gate_families.png
Scale: 4 px per um.
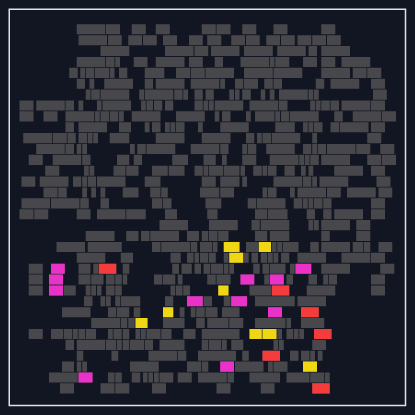
port_nets.png
Scale: 4 px per um.
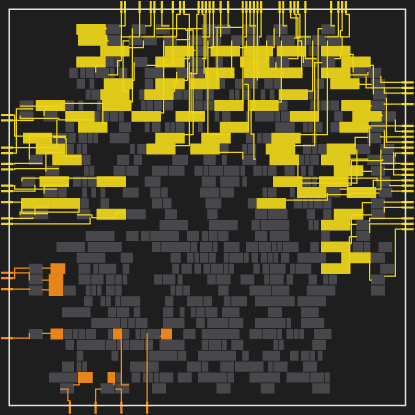
metal_stack.png
Scale: 4 px per um.
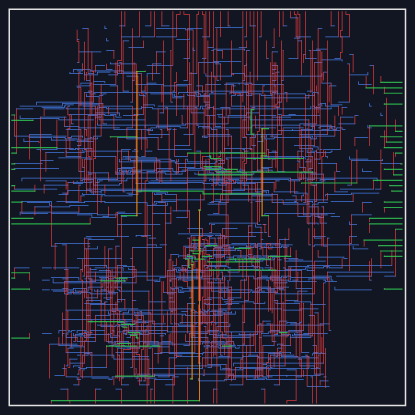
===== config.mk =====
export PLATFORM = sky130hd
export DESIGN_NAME = hdec_seq_flat
export DESIGN_NICKNAME = d
export VERILOG_FILES = /design/src/rtl/hdec_pkg.sv /design/src/rtl/hdec_seq_if.sv /design/src/rtl/hdec_seq_onehot.sv /design/src/rtl/hdec_seq.sv /design/src/flat_wrapper.sv
export SDC_FILE = /design/constraint.sdc
export NUM_CORES = 1
export LEC_CHECK = 0
export CORE_MARGIN = 2
export CORE_UTILIZATION = 43
export DETAILED_ROUTE_END_ITERATION = 10
export PLACE_DENSITY = 0.7
export SLEW_MARGIN = 20
export SYNTH_ARGS = -nofsm -noshare
export SYNTH_HDL_FRONTEND = slang
export SYNTH_HIERARCHICAL = 1
export SYNTH_SLANG_ARGS = --single-unit

===== constraint.sdc =====
create_clock -name clk -period 10.6 [get_ports clk]
set_input_delay 2.12 -clock clk [delete_from_list [all_inputs] [get_ports clk]]
set_output_delay 2.12 -clock clk [all_outputs]
set_load 0.005 [all_outputs]

===== src/rtl/hdec_pkg.sv =====
// hdec_pkg: shared definitions for the hdec_seq registered decoder.
//   - mode encodings driven on the 2-bit mode input (2'b11 behaves as DIRECT)
//   - FSM state enumeration
//   - next_state(): the mode/enable transition table, used by the top level
package hdec_pkg;

  localparam logic [1:0] MODE_DIRECT = 2'b00;
  localparam logic [1:0] MODE_SCAN   = 2'b01;
  localparam logic [1:0] MODE_HOLD   = 2'b10;

  typedef enum logic [1:0] {
    IDLE   = 2'd0,
    DIRECT = 2'd1,
    SCAN   = 2'd2,
    HOLD   = 2'd3
  } state_t;

  // SCAN may only be entered while enabled; a disabled SCAN request leaves
  // the current state alone.
  function automatic state_t next_state(state_t cur, logic [1:0] mode, logic en);
    logic   want_direct;
    logic   want_scan;
    logic   want_hold;
    state_t nxt;
    want_direct = (mode == MODE_DIRECT) || (mode == 2'b11);
    want_scan   = (mode == MODE_SCAN) && en;
    want_hold   = (mode == MODE_HOLD);
    nxt         = cur;
    case (cur)
      IDLE:    if (want_direct) nxt = DIRECT;
               else if (want_scan) nxt = SCAN;
      DIRECT:  if (want_scan) nxt = SCAN;
               else if (want_hold) nxt = HOLD;
      SCAN:    if (want_direct) nxt = DIRECT;
               else if (want_hold) nxt = HOLD;
      HOLD:    if (want_direct) nxt = DIRECT;
               else if (want_scan) nxt = SCAN;
      default: nxt = IDLE;
    endcase
    return nxt;
  endfunction

endpackage


===== src/rtl/hdec_seq_if.sv =====
// hdec_seq_if: address channel into the decoder.
//   in_valid : address on w is valid (master -> slave)
//   in_ready : address is taken this cycle when in_valid is high (slave -> master)
//   w        : address to decode (master -> slave)
interface hdec_seq_if #(
  parameter int W = 6
);
  logic         in_valid;
  logic         in_ready;
  logic [W-1:0] w;

  modport master (output in_valid, output w, input in_ready);
  modport slave  (input in_valid, input w, output in_ready);
endinterface


===== src/rtl/hdec_seq_onehot.sv =====
// hdec_onehot: combinational W-to-2^W one-hot decoder with enable.
//   a  : address
//   en : when low all outputs are 0
//   y  : y[i] = en && (a == i)
module hdec_onehot #(
  parameter int W = 6
) (
  input  logic [W-1:0]    a,
  input  logic            en,
  output logic [2**W-1:0] y
);

  generate
    for (genvar gi = 0; gi < 2**W; gi++) begin : g_line
      assign y[gi] = en && (a == W'(gi));
    end
  endgenerate

endmodule


===== src/rtl/hdec_seq.sv =====
// hdec_seq: registered W-to-2^W one-hot decoder with DIRECT, SCAN and HOLD modes.
//   clk, rst   : clock, synchronous active-high reset
//   En         : global enable, low forces y to 0
//   mode       : 00 DIRECT, 01 SCAN, 10 HOLD, 11 DIRECT
//   addr       : address channel (in_valid / in_ready / w), accepted in DIRECT only
//   dwell      : SCAN holds each output for dwell+1 displayed cycles
//   y, y_valid : registered one-hot select and its non-zero flag
//   busy       : FSM is in SCAN
//   scan_wrap  : one-cycle pulse in the cycle output 0 reappears after a wrap
// Optional build macro HDEC_SCAN_LIMIT_EN adds input last[W-1:0]: the scan
// wraps after idx==last (or after 2^W-1 if last is below the current idx).
module hdec_seq
  import hdec_pkg::*;
#(
  parameter int W       = 6,
  parameter int DWELL_W = 8
) (
  input  logic               clk,
  input  logic               rst,
  input  logic               En,
  input  logic [1:0]         mode,
  hdec_seq_if.slave          addr,
  input  logic [DWELL_W-1:0] dwell,
`ifdef HDEC_SCAN_LIMIT_EN
  input  logic [W-1:0]       last,
`endif
  output logic [2**W-1:0]    y,
  output logic               y_valid,
  output logic               busy,
  output logic               scan_wrap
);

  localparam logic [W-1:0] IDX_MAX = {W{1'b1}};

  state_t             state_reg, state_next;
  logic [W-1:0]       idx_reg, idx_next;
  logic [DWELL_W-1:0] dcnt_reg, dcnt_next;
  // on_reg: a selection exists (last accepted address had En high, or SCAN is active)
  logic               on_reg, on_next;
  logic [2**W-1:0]    y_reg, y_next;
  logic               y_valid_reg;
  logic               wrap_reg, wrap_next;
  logic               show;
  logic               handshake;
  logic               wrap_point;

  assign addr.in_ready = (state_reg == DIRECT) && !rst;
  assign handshake     = addr.in_valid && addr.in_ready;

`ifdef HDEC_SCAN_LIMIT_EN
  assign wrap_point = (idx_reg == IDX_MAX) || (idx_reg == last);
`else
  assign wrap_point = (idx_reg == IDX_MAX);
`endif

  always_comb begin
    state_next = next_state(state_reg, mode, En);
    idx_next   = idx_reg;
    dcnt_next  = dcnt_reg;
    on_next    = on_reg;
    wrap_next  = 1'b0;
    show       = on_reg && En;

    case (state_reg)
      DIRECT: begin
        if (handshake) begin
          idx_next = addr.w;
          on_next  = En;
        end
        show = on_next && En;
      end
      SCAN: begin
        if (state_next == SCAN) begin
          // Only displayed cycles count toward the dwell, so after a pause the
          // resumed output still gets its full remaining dcnt+1 cycles.
          if (En && y_valid_reg) begin
            if (dcnt_reg == '0) begin
              dcnt_next = dwell;
              if (wrap_point) begin
                idx_next  = '0;
                wrap_next = 1'b1;
              end else begin
                idx_next = idx_reg + 1'b1;
              end
            end else begin
              dcnt_next = dcnt_reg - 1'b1;
            end
          end
          show = En;
        end else if (state_next == DIRECT) begin
          on_next = 1'b0;
          show    = 1'b0;
        end
      end
      default: ;
    endcase

    // Every SCAN entry restarts the sweep at output 0; this overrides a
    // handshake taken in the same DIRECT cycle.
    if ((state_next == SCAN) && (state_reg != SCAN)) begin
      idx_next  = '0;
      dcnt_next = dwell;
      on_next   = 1'b1;
      show      = En;
    end
  end

  // Single decoder, fed by the next index (w on accept, scan index otherwise).
  hdec_onehot #(.W(W)) u_onehot (
    .a  (idx_next),
    .en (show),
    .y  (y_next)
  );

  always_ff @(posedge clk) begin
    if (rst) begin
      state_reg   <= IDLE;
      idx_reg     <= '0;
      dcnt_reg    <= '0;
      on_reg      <= 1'b0;
      y_reg       <= '0;
      y_valid_reg <= 1'b0;
      wrap_reg    <= 1'b0;
    end else begin
      state_reg   <= state_next;
      idx_reg     <= idx_next;
      dcnt_reg    <= dcnt_next;
      on_reg      <= on_next;
      y_reg       <= y_next;
      y_valid_reg <= show;
      wrap_reg    <= wrap_next;
    end
  end

  assign y         = y_reg;
  assign y_valid   = y_valid_reg;
  assign busy      = (state_reg == SCAN);
  assign scan_wrap = wrap_reg;

endmodule


===== src/flat_wrapper.sv =====
// flat-port wrapper written by rule: the top's interface ports become plain ports
module hdec_seq_flat import hdec_pkg::*;
#(
  parameter int W       = 6,
  parameter int DWELL_W = 8
)
  (clk, rst, En, mode, dwell, y, y_valid, busy, scan_wrap, addr_in_valid, addr_w, addr_in_ready);
  hdec_seq_if #(.W(W)) addr_i ();
  input  logic clk;
  input  logic rst;
  input  logic En;
  input  logic [1:0] mode;
  input  logic [DWELL_W-1:0] dwell;
  output logic [2**W-1:0] y;
  output logic y_valid;
  output logic busy;
  output logic scan_wrap;
  input wire logic [$bits(addr_i.in_valid)-1:0] addr_in_valid;
  input wire logic [$bits(addr_i.w)-1:0] addr_w;
  output wire logic [$bits(addr_i.in_ready)-1:0] addr_in_ready;
  assign addr_i.in_valid = addr_in_valid;
  assign addr_i.w = addr_w;
  assign addr_in_ready = addr_i.in_ready;
  hdec_seq #(.W(W), .DWELL_W(DWELL_W)) u_core (.clk(clk), .rst(rst), .En(En), .mode(mode), .addr(addr_i), .dwell(dwell), .y(y), .y_valid(y_valid), .busy(busy), .scan_wrap(scan_wrap));
endmodule

==> results.txt <==
run status -> finished, final reports clean
global-route wire length before repair -> 15,200 um
H-tree Lvls -> 3
DRC -> 0
fin nets -> 528
post-CTS repair timing setup buffer count -> 0
clock latency of the later-clocked register in the worst-skew pair -> 0.35 ns
number of warnings in the stage logs -> 28
register cell area after layout -> 1660 um2
Critical Path, Cell by Cell -> clkdlybuf4s50_1 -> inv_1 -> ha_1 -> o32ai_4 -> o211ai_4 -> a221oi_4 -> mux2i_1 -> a221oi_2 -> or4b_1 -> nor2_1 -> nor2b_1
number of cells upsized or downsized after cts -> 0
switch share -> 0.408
sum of negative setup slack -> 0 ns
number of search-and-repair iterations in the first detailed-routing pass -> 5
DRT antenna net count -> 0
register bit count reported by yosys -> 83
met2 GRT Util -> 0.319
core area -> 8720 um2
area share of the largest cell type after synthesis -> 0.431
internal portion of total power -> 0.578 mW
power attributed to the clock group -> 0.214 mW
Min-Delay Endpoint -> u_core/dcnt_reg[0]
Repair and plain buffers -> 90
CP delay by family, top -> AND-OR/OR-AND gates
hold buffer count at cts -> 0
total grt overflow -> 0
skew final -> 0.00756 ns
leakage component of the power -> 1.70 nW
area fraction in compound gates after synthesis -> 0.146
pin count of the biggest net entering global routing -> 87
highest metal layer used by the detailed router -> met4
GRT busiest layer -> met2
Worst Setup Start Kind -> input pin
Crit. path cell count -> 11
FF-to-FF setup slack -> 6.55 ns
buffering stage count on the worst path with inverters included -> 2
clock-cell share of area -> 0.0369
layout-stage area growth over the synthesis result -> 28.5%
unrepaired setup endpoints after global routing -> no
global-route track usage on met3 -> 0.0291
total clock buffers created by CTS -> 9
number of sinks handled by clock tree synthesis -> 83
worst endpoint data arrival time -> 5.97 ns
antenna violations before repair -> 0
vias in the first global route -> 2,989
clk root buf -> sky130_fd_sc_hd__clkbuf_8
Max Freq -> 176 MHz
most instantiated flip-flop cell in the synthesis netlist -> sky130_fd_sc_hd__dfxtp_1
number of logic inverters in the finished layout -> 19
dominant logic cell types in the final layout -> 86 x sky130_fd_sc_hd__clkdlybuf4s50_1, 83 x sky130_fd_sc_hd__dfxtp_1, 76 x sky130_fd_sc_hd__nor2_1
Post-Synthesis Cell Area -> 3850 um2
number of multi-input combinational cells -> 299
Critical Path End Type -> flop
fraction of power consumed by the clock network -> 0.220
fraction of layout cells with a size suffix above 1 -> 0.0848
number of nets at floorplan -> 453
number of warnings reported in the yosys synthesis log -> 6
yosys adder share -> 0.0195
largest stage delay on the critical path -> 0.86 ns
met2 routed wirelength -> 4490 um
total placed instance area -> 4770 um2
dominant kind of cell by area -> multi-input combinational cells
time the final worst path needs with I/O delays and setup -> 5.68 ns
fraction of power consumed by combinational cells -> 0.417
number of DRC violations after detailed-routing iteration 0 -> 176
termination of the worst setup path -> u_core/y[50]
final hold vios -> 0
XOR/XNOR share of the synthesized area -> 0.00455
About gate_families.png:
[magenta] multiplexers | cells: 11
[red] adder and majority cells | cells: 6
[yellow] AND-OR and OR-AND gates | cells: 9 | where: south
Comb area share: 0.406
post-route non-filler standard cell count: 615
most frequently placed logic cell in the final layout: sky130_fd_sc_hd__clkdlybuf4s50_1

About port_nets.png:
[yellow] y | direction: output | end cells: 64 | buffers: 64 | wire: 1,390 um
[orange] dwell | direction: input | end cells: 8 | buffers: 8 | wire: 85.6 um
number of buffers inserted by port buffering: 87
io pins: 88

About metal_stack.png:
[green] met3 | wire length: 510 um
[blue] met1 | wire length: 4,310 um
[red] met2 | wire length: 4,490 um
[orange] met4 | wire length: 134 um
vias after detailed routing: 3,285
aggregate routed wire length: 9440 um
Total GRT Usage: 0.194
mean routed wirelength per cell: 15.4 um

through the flow:
step           instances  hold WS, ns  utilization  setup WS, ns  total power, mW
2_1_floorplan        427        0.459            -          5.73            0.670
3_3_place_gp         599        0.477        0.547          4.69            0.754
3_5_place_dp         599        0.488        0.547          4.60            0.763
4_1_cts              615        0.500        0.568          4.98            0.978
5_1_grt              615        0.525        0.568          4.71             1.03
6_report             615        0.499        0.568          4.92            0.976
Yosys cell counts, types with 2 or more instances:
cell type                   number
sky130_fd_sc_hd__or2_1           2
sky130_fd_sc_hd__ha_1            6
sky130_fd_sc_hd__nand4bb_1       6
sky130_fd_sc_hd__o21ai_4         2
sky130_fd_sc_hd__nand3b_1        3
sky130_fd_sc_hd__a21oi_1        16
sky130_fd_sc_hd__a221oi_2        3
sky130_fd_sc_hd__dfxtp_1        83
sky130_fd_sc_hd__mux2i_1         8
sky130_fd_sc_hd__o32ai_1         6
sky130_fd_sc_hd__or4b_1          3
sky130_fd_sc_hd__nand4_1         7
sky130_fd_sc_hd__and2_1          4
sky130_fd_sc_hd__nand4b_1        5
sky130_fd_sc_hd__nor2_1         76
sky130_fd_sc_hd__a41oi_1         3
sky130_fd_sc_hd__a221oi_4        2
sky130_fd_sc_hd__o21ai_0         8
sky130_fd_sc_hd__o21a_1          2
sky130_fd_sc_hd__clkbuf_1       19
sky130_fd_sc_hd__nand2_1        15
sky130_fd_sc_hd__nor3_1          6
sky130_fd_sc_hd__inv_1          19
sky130_fd_sc_hd__or3b_1          2
sky130_fd_sc_hd__nand3_1         4
sky130_fd_sc_hd__nor4_1          4
sky130_fd_sc_hd__nor2b_1        72
sky130_fd_sc_hd__buf_2           5
sky130_fd_sc_hd__mux2_2          3
sky130_fd_sc_hd__xnor2_1         2
sky130_fd_sc_hd__o211ai_4        2
No activity file was given, so power comes from the tool's default toggle rates.
